clk_routes.png
Scale bar: 20 microns.
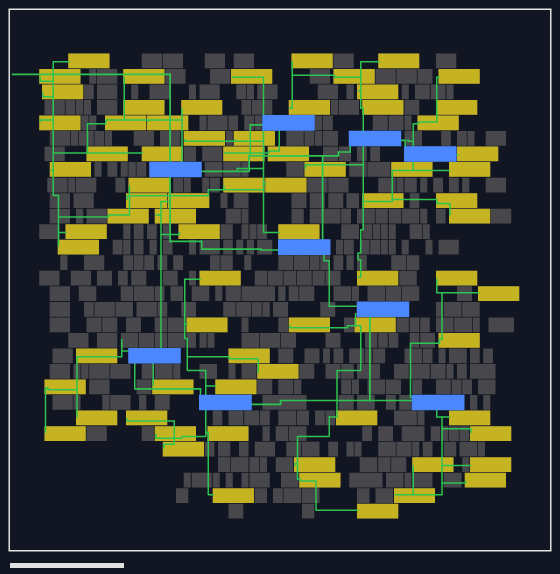
clocks.png
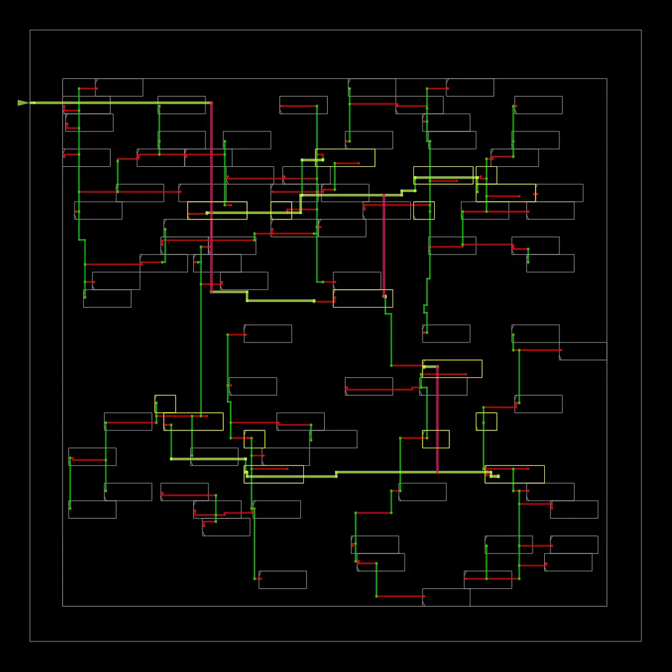
logic_types.png
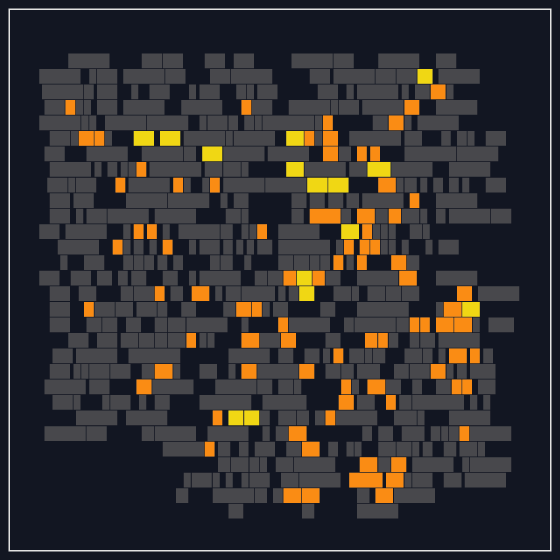
wires.png
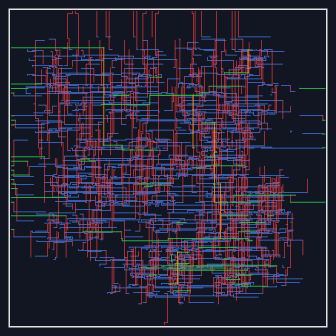
io_fan.png
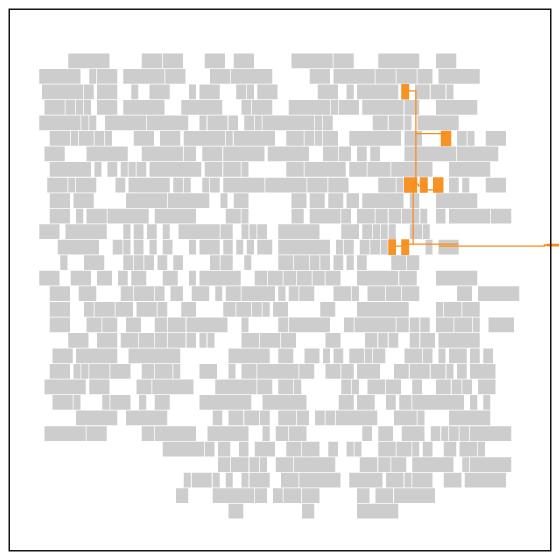
--- src/rtl/uart_cmd_ctrl_if.sv ---
// Byte-level link between the UART2 rx/tx pair and the command decoder.
// The master side is the UART; the slave side is the decoder.
interface uart_cmd_ctrl_if;
  logic [7:0] ipRxData;
  logic       ipRxValid;
  logic [7:0] opTxData;
  logic       opTxSend;
  logic       ipTxBusy;

  modport master (
    output ipRxData,
    output ipRxValid,
    output ipTxBusy,
    input  opTxData,
    input  opTxSend
  );

  modport slave (
    input  ipRxData,
    input  ipRxValid,
    input  ipTxBusy,
    output opTxData,
    output opTxSend
  );
endinterface

--- src/rtl/uart_cmd_ctrl.sv ---
// Framed UART command decoder driving per-channel DAC control and
// frequency words, answering each frame with a one-byte status.
module uart_cmd_ctrl #(
  parameter int NUM_CH       = 2,
  parameter int FREQ_W       = 8,
  parameter int FREQ_DEFAULT = 108,
  parameter int TIMEOUT_CYC  = 1_000_000
) (
  input  logic                     ipClk,
  input  logic                     ipReset,
  uart_cmd_ctrl_if.slave           uart,
  output logic [2*NUM_CH-1:0]      opControl,
  output logic [FREQ_W*NUM_CH-1:0] opFreq,
  output logic                     opDrop
);
  localparam int FREQ_BYTES = FREQ_W / 8;
  localparam int CH_W = (NUM_CH > 1) ? $clog2(NUM_CH) : 1;
  localparam int BC_W = (FREQ_BYTES > 1) ? $clog2(FREQ_BYTES) : 1;
  localparam int TO_W = (TIMEOUT_CYC > 1) ? $clog2(TIMEOUT_CYC) : 1;

  localparam logic [TO_W-1:0]   TO_LAST = TO_W'(TIMEOUT_CYC - 1);
  localparam logic [BC_W-1:0]   BC_LAST = BC_W'(FREQ_BYTES - 1);
  localparam logic [FREQ_W-1:0] F_RST   = FREQ_W'(FREQ_DEFAULT);

  localparam logic [7:0] R_OK  = 8'h4B;
  localparam logic [7:0] R_ERR = 8'h45;
  localparam logic [7:0] R_TO  = 8'h54;

  typedef enum logic [2:0] {
    S_IDLE,
    S_GET_CH,
    S_GET_DATA,
    S_APPLY,
    S_RESP
  } state_t;

  state_t                     state_q, state_d;
  logic [TO_W-1:0]            to_q, to_d;
  logic [FREQ_W-1:0]          acc_q, acc_d;
  logic [BC_W-1:0]            bcnt_q, bcnt_d;
  logic [1:0]                 code_q, code_d;
  logic                       is_f_q, is_f_d;
  logic [CH_W-1:0]            ch_q, ch_d;
  logic                       bcast_q, bcast_d;
  logic [7:0]                 resp_q, resp_d;
  logic [2*NUM_CH-1:0]        ctrl_q, ctrl_d;
  logic [FREQ_W*NUM_CH-1:0]   freq_q, freq_d;
  logic [7:0]                 tx_data_q, tx_data_d;
  logic                       tx_send_q, tx_send_d;
  logic                       drop_q, drop_d;

  logic [7:0] rx_off;
  logic       is_digit;
  logic       frame_ok;

  assign rx_off   = uart.ipRxData - 8'h30;
  assign is_digit = rx_off < 8'(NUM_CH);
  assign frame_ok = !(is_f_q && acc_q == '0);

  always_comb begin
    state_d   = state_q;
    to_d      = to_q;
    acc_d     = acc_q;
    bcnt_d    = bcnt_q;
    code_d    = code_q;
    is_f_d    = is_f_q;
    ch_d      = ch_q;
    bcast_d   = bcast_q;
    resp_d    = resp_q;
    ctrl_d    = ctrl_q;
    freq_d    = freq_q;
    tx_data_d = tx_data_q;
    tx_send_d = 1'b0;
    drop_d    = 1'b0;

    unique case (state_q)
      S_IDLE: begin
        if (uart.ipRxValid) begin
          to_d    = '0;
          acc_d   = '0;
          bcnt_d  = '0;
          is_f_d  = 1'b0;
          state_d = S_GET_CH;
          case (uart.ipRxData)
            8'h73:   code_d = 2'b01;
            8'h70:   code_d = 2'b10;
            8'h78:   code_d = 2'b00;
            8'h66:   is_f_d = 1'b1;
            default: begin
              resp_d  = R_ERR;
              state_d = S_RESP;
            end
          endcase
        end
      end

      S_GET_CH: begin
        if (uart.ipRxValid) begin
          to_d = '0;
          if (is_digit || uart.ipRxData == 8'h2A) begin
            ch_d    = rx_off[CH_W-1:0];
            bcast_d = !is_digit;
            state_d = is_f_q ? S_GET_DATA : S_APPLY;
          end else begin
            resp_d  = R_ERR;
            state_d = S_RESP;
          end
        end else if (to_q == TO_LAST) begin
          resp_d  = R_TO;
          state_d = S_RESP;
        end else begin
          to_d = to_q + TO_W'(1);
        end
      end

      S_GET_DATA: begin
        if (uart.ipRxValid) begin
          to_d   = '0;
          acc_d  = (acc_q << 8) | FREQ_W'(uart.ipRxData);
          bcnt_d = bcnt_q + BC_W'(1);
          if (bcnt_q == BC_LAST) state_d = S_APPLY;
        end else if (to_q == TO_LAST) begin
          resp_d  = R_TO;
          state_d = S_RESP;
        end else begin
          to_d = to_q + TO_W'(1);
        end
      end

      S_APPLY: begin
        drop_d = uart.ipRxValid;
        resp_d = frame_ok ? R_OK : R_ERR;
        if (frame_ok) begin
          for (int n = 0; n < NUM_CH; n++) begin
            if (bcast_q || ch_q == CH_W'(n)) begin
              if (is_f_q) freq_d[FREQ_W*n +: FREQ_W] = acc_q;
              else        ctrl_d[2*n +: 2]           = code_q;
            end
          end
        end
        // Issue straight from APPLY when the transmitter is free.
        if (!uart.ipTxBusy) begin
          tx_send_d = 1'b1;
          tx_data_d = resp_d;
          state_d   = S_IDLE;
        end else begin
          state_d = S_RESP;
        end
      end

      S_RESP: begin
        drop_d = uart.ipRxValid;
        if (!uart.ipTxBusy) begin
          tx_send_d = 1'b1;
          tx_data_d = resp_q;
          state_d   = S_IDLE;
        end
      end

      default: state_d = S_IDLE;
    endcase
  end

  always_ff @(posedge ipClk) begin
    if (ipReset) begin
      state_q   <= S_IDLE;
      to_q      <= '0;
      acc_q     <= '0;
      bcnt_q    <= '0;
      code_q    <= '0;
      is_f_q    <= 1'b0;
      ch_q      <= '0;
      bcast_q   <= 1'b0;
      resp_q    <= '0;
      ctrl_q    <= '0;
      freq_q    <= {NUM_CH{F_RST}};
      tx_data_q <= '0;
      tx_send_q <= 1'b0;
      drop_q    <= 1'b0;
    end else begin
      state_q   <= state_d;
      to_q      <= to_d;
      acc_q     <= acc_d;
      bcnt_q    <= bcnt_d;
      code_q    <= code_d;
      is_f_q    <= is_f_d;
      ch_q      <= ch_d;
      bcast_q   <= bcast_d;
      resp_q    <= resp_d;
      ctrl_q    <= ctrl_d;
      freq_q    <= freq_d;
      tx_data_q <= tx_data_d;
      tx_send_q <= tx_send_d;
      drop_q    <= drop_d;
    end
  end

  assign uart.opTxData = tx_data_q;
  assign uart.opTxSend = tx_send_q;
  assign opControl     = ctrl_q;
  assign opFreq        = freq_q;
  assign opDrop        = drop_q;
endmodule

--- src/flat_wrapper.sv ---
// flat-port wrapper written by rule: the top's interface ports become plain ports
module uart_cmd_ctrl_flat 
#(
  parameter int NUM_CH       = 2,
  parameter int FREQ_W       = 8,
  parameter int FREQ_DEFAULT = 108,
  parameter int TIMEOUT_CYC  = 1_000_000
)
  (ipClk, ipReset, opControl, opFreq, opDrop, uart_ipRxData, uart_ipRxValid, uart_ipTxBusy, uart_opTxData, uart_opTxSend);
  uart_cmd_ctrl_if uart_i ();
  input  logic ipClk;
  input  logic ipReset;
  output logic [2*NUM_CH-1:0] opControl;
  output logic [FREQ_W*NUM_CH-1:0] opFreq;
  output logic opDrop;
  input wire logic [$bits(uart_i.ipRxData)-1:0] uart_ipRxData;
  input wire logic [$bits(uart_i.ipRxValid)-1:0] uart_ipRxValid;
  input wire logic [$bits(uart_i.ipTxBusy)-1:0] uart_ipTxBusy;
  output wire logic [$bits(uart_i.opTxData)-1:0] uart_opTxData;
  output wire logic [$bits(uart_i.opTxSend)-1:0] uart_opTxSend;
  assign uart_i.ipRxData = uart_ipRxData;
  assign uart_i.ipRxValid = uart_ipRxValid;
  assign uart_i.ipTxBusy = uart_ipTxBusy;
  assign uart_opTxData = uart_i.opTxData;
  assign uart_opTxSend = uart_i.opTxSend;
  uart_cmd_ctrl #(.NUM_CH(NUM_CH), .FREQ_W(FREQ_W), .FREQ_DEFAULT(FREQ_DEFAULT), .TIMEOUT_CYC(TIMEOUT_CYC)) u_core (.ipClk(ipClk), .ipReset(ipReset), .uart(uart_i), .opControl(opControl), .opFreq(opFreq), .opDrop(opDrop));
endmodule
--- config.mk ---
export PLATFORM = sky130hd
export DESIGN_NAME = uart_cmd_ctrl_flat
export DESIGN_NICKNAME = d
export VERILOG_FILES = /design/src/rtl/uart_cmd_ctrl_if.sv /design/src/rtl/uart_cmd_ctrl.sv /design/src/flat_wrapper.sv
export SDC_FILE = /design/constraint.sdc
export NUM_CORES = 1
export LEC_CHECK = 0
export CORE_MARGIN = 5
export CORE_UTILIZATION = 50
export CTS_BUF_LIST = sky130_fd_sc_hd__clkbuf_16
export DETAILED_ROUTE_END_ITERATION = 6
export GPL_TIMING_DRIVEN = 1
export PLACE_DENSITY = 0.73
export RECOVER_POWER = 50
export SETUP_SLACK_MARGIN = 0.4
export SLEW_MARGIN = 15
export SYNTH_ARGS = -nofsm -noshare
export SYNTH_HDL_FRONTEND = slang
export SYNTH_SLANG_ARGS = --single-unit
--- constraint.sdc ---
create_clock -name ipClk -period 2.8 [get_ports ipClk]
set_input_delay 0.7 -clock ipClk [delete_from_list [all_inputs] [get_ports ipClk]]
set_output_delay 0.7 -clock ipClk [all_outputs]
set_load 0.01 [all_outputs]
==> results.ini <==
[run_status]
status=finished, final reports clean

[placed_design]
pre_cts_ws_ps=3.64
gp_congestion=0.902
dp.cells=560

[cts]
cts_max_path_buffers=2
path_clk_slew_ps=70
cts_sinks=75
htreeDepth=3
post_cts_buffers=0
cts_tree=yes

[floorplanning]
rows=30
initial_core_util=0.521
dieArea_sq_um=8940

[sta]
rsz0062_at_grt=yes
fmax_ghz=0.415
setup_viol=0
finalClockPeriodUsage=0.861
holdWs_ps=456

[critical_path]
start_kind=flop
cp_max_fo=13
cp_data_required_time_ps=3030
cp-end-kind=flop

[routing]
vias_per_cell=5.84
detail_route.drc_violations=0
dr.first_iter.drc_count=296
drt_pre_antenna_iters=5

[synthesis]
synth_chip_area_sq_um=3580
yosys-stat-cells=418
ff_type=dfxtp_1
yosysWarningCount=0
ys.flops=75
synth-edff-count=0
synthArstFlopShare=0
largest_area_cell=dfxtp_1

[cells_and_area]
syn2layout_area_growth_pct=25.8
drive_above_1_share=0.108
n_antenna_cell=0
nets=488

[power]
total_power_mw=2.38
p_leak_nw=1.68
ir_worst_vdd_mv=0.330

[grt]
grt_pass1_wl_microns=15100
grt_antenna_before_repair=0

[job]
log.warning_count=27
drv_cap=0

## Picture notes: clk_routes.png
[clock wires] green | length: 958 microns
[flip-flops] yellow | count: 75
[clock drivers] blue | count: 9
routed clock nets	10
flops lie	widely spread
Final Skew: 7.05 ps
clk latency late pin: 340 ps
Clock Power Share: 0.474

## Picture notes: clocks.png
clock-net power: 1.13 mW
CTS buffer count: 9

## Picture notes: logic_types.png
family	colour	cells
inverting AOI/OAI gates	orange	81
AND-OR and OR-AND gates	yellow	15
non-filler instance count after layout: 576
Comb/total area: 0.435
Commonest Layout Cell: dfxtp_1

## Picture notes: wires.png
layer	colour	wire length
metal 2	red	4,010 microns
metal 4	orange	101 microns
metal 1	blue	4,320 microns
metal 3	green	492 microns
vias post-DR: 3,363
final WL: 8920 microns

## Picture notes: io_fan.png
port	colour	bits	direction	end cells	buffers	wire
uart_ipTxBusy	orange	1	input	7	1	71.0 microns

==> cell usage after synthesis, types with 6 or more instances <==
library cell,number
nand3_1,23
nand4_1,6
mux2i_1,15
o21ai_0,14
nor3_1,16
nor2_1,35
o211ai_1,7
nand2b_1,8
nor3b_1,7
o41ai_1,7
nand2_1,49
a21oi_1,26
dfxtp_1,75
inv_1,7
clkbuf_1,17
or3_1,6
==> cell type report <==
class	instances	area [sq um]
well taps	96	120
flip-flops and latches	75	1500
multi-input cells	313	1960
inverters	7	26.3
clock inverters	7	63.8
fillers	581	2370
clock buffers	9	225
repair buffers	69	607
==> critical path, cell delays in order (launching register included) <==
cell	delay (ps)
dfxtp_1	410
clkbuf_1	310
nand3b_1	370
nor3b_1	260
clkbuf_1	340
nand2_1	260
a221o_1	340
==> state kept, by name, summed over array words and instances, names as in the netlist <==
| register | cells |
|---|---|
| u_core.resp_q | 8 |
| u_core.opFreq | 16 |
| u_core.ch_q | 1 |
| u_core.uart.opTxData | 8 |
| u_core.to_q | 20 |
| u_core.opControl | 4 |
| u_core.is_f_q | 1 |
| u_core.opDrop | 1 |
| u_core.uart.opTxSend | 1 |
| u_core.state_q | 3 |
| u_core.code_q | 2 |
| u_core.bcnt_q | 1 |
| u_core.acc_q | 8 |
| u_core.bcast_q | 1 |
==> where the power goes <==
group	internal, mW	switching (mW)	total (mW)	leakage, nW
Combinational	0.0681	0.0957	0.164	0.928
Clock	0.624	0.505	1.13	0.144
Sequential	1.08	0.00980	1.09	0.606
Total	1.77	0.610	2.38	1.68
==> path summary, 6_finish.rpt <==
path | from | to | slack [ps] | cells after the start
max reg2reg | u_core.state_q[2]$_SDFFE_PP0P_ | u_core.opFreq[11]$_SDFFE_PP1P_ | 390 | 6
min reg2reg | u_core.uart.opTxData[3]$_SDFFE_PP0P_ | u_core.uart.opTxData[3]$_SDFFE_PP0P_ | 460 | 2
max | u_core.state_q[2]$_SDFFE_PP0P_ | u_core.opFreq[11]$_SDFFE_PP1P_ | 390 | 6
min | u_core.uart.opTxData[3]$_SDFFE_PP0P_ | u_core.uart.opTxData[3]$_SDFFE_PP0P_ | 460 | 2
==> kinds of logic (layout without fill, tap and decap cells) <==
| kind of cell | after synthesis | count (layout) | synth area share |
|---|---|---|---|
| DFF | 75 | 75 | 0.420 |
| and+or+nand+nor | 197 | 197 | 0.303 |
| xor gates and xnor gates | 4 | 4 | 0.00980 |
| adders and majority gates | 1 | 1 | 0.00350 |
| muxes | 15 | 15 | 0.0420 |
| buffers and inverters | 30 | 92 | 0.0357 |
| AOI/OAI and AO/OA | 96 | 96 | 0.186 |
==> metal layers <==
layer / share of wire / global-route usage / wire length [microns] / vias up
met5: 0 / 0 / 0 / -
met4: 0.011 / 0.0577 / 101 / 0
met3: 0.055 / 0.0598 / 492 / 12
met2: 0.45 / 0.321 / 4010 / 108
met1: 0.48 / 0.289 / 4320 / 1565
li1: - / - / - / 1678
==> repair_timing <==
action	4_1_cts	5_1_grt
gates resized	2	5
endpoints found under the setup margin	2	16
pin swaps	1	1
Power figures rest on the tool's default switching activity, not on a simulated workload.
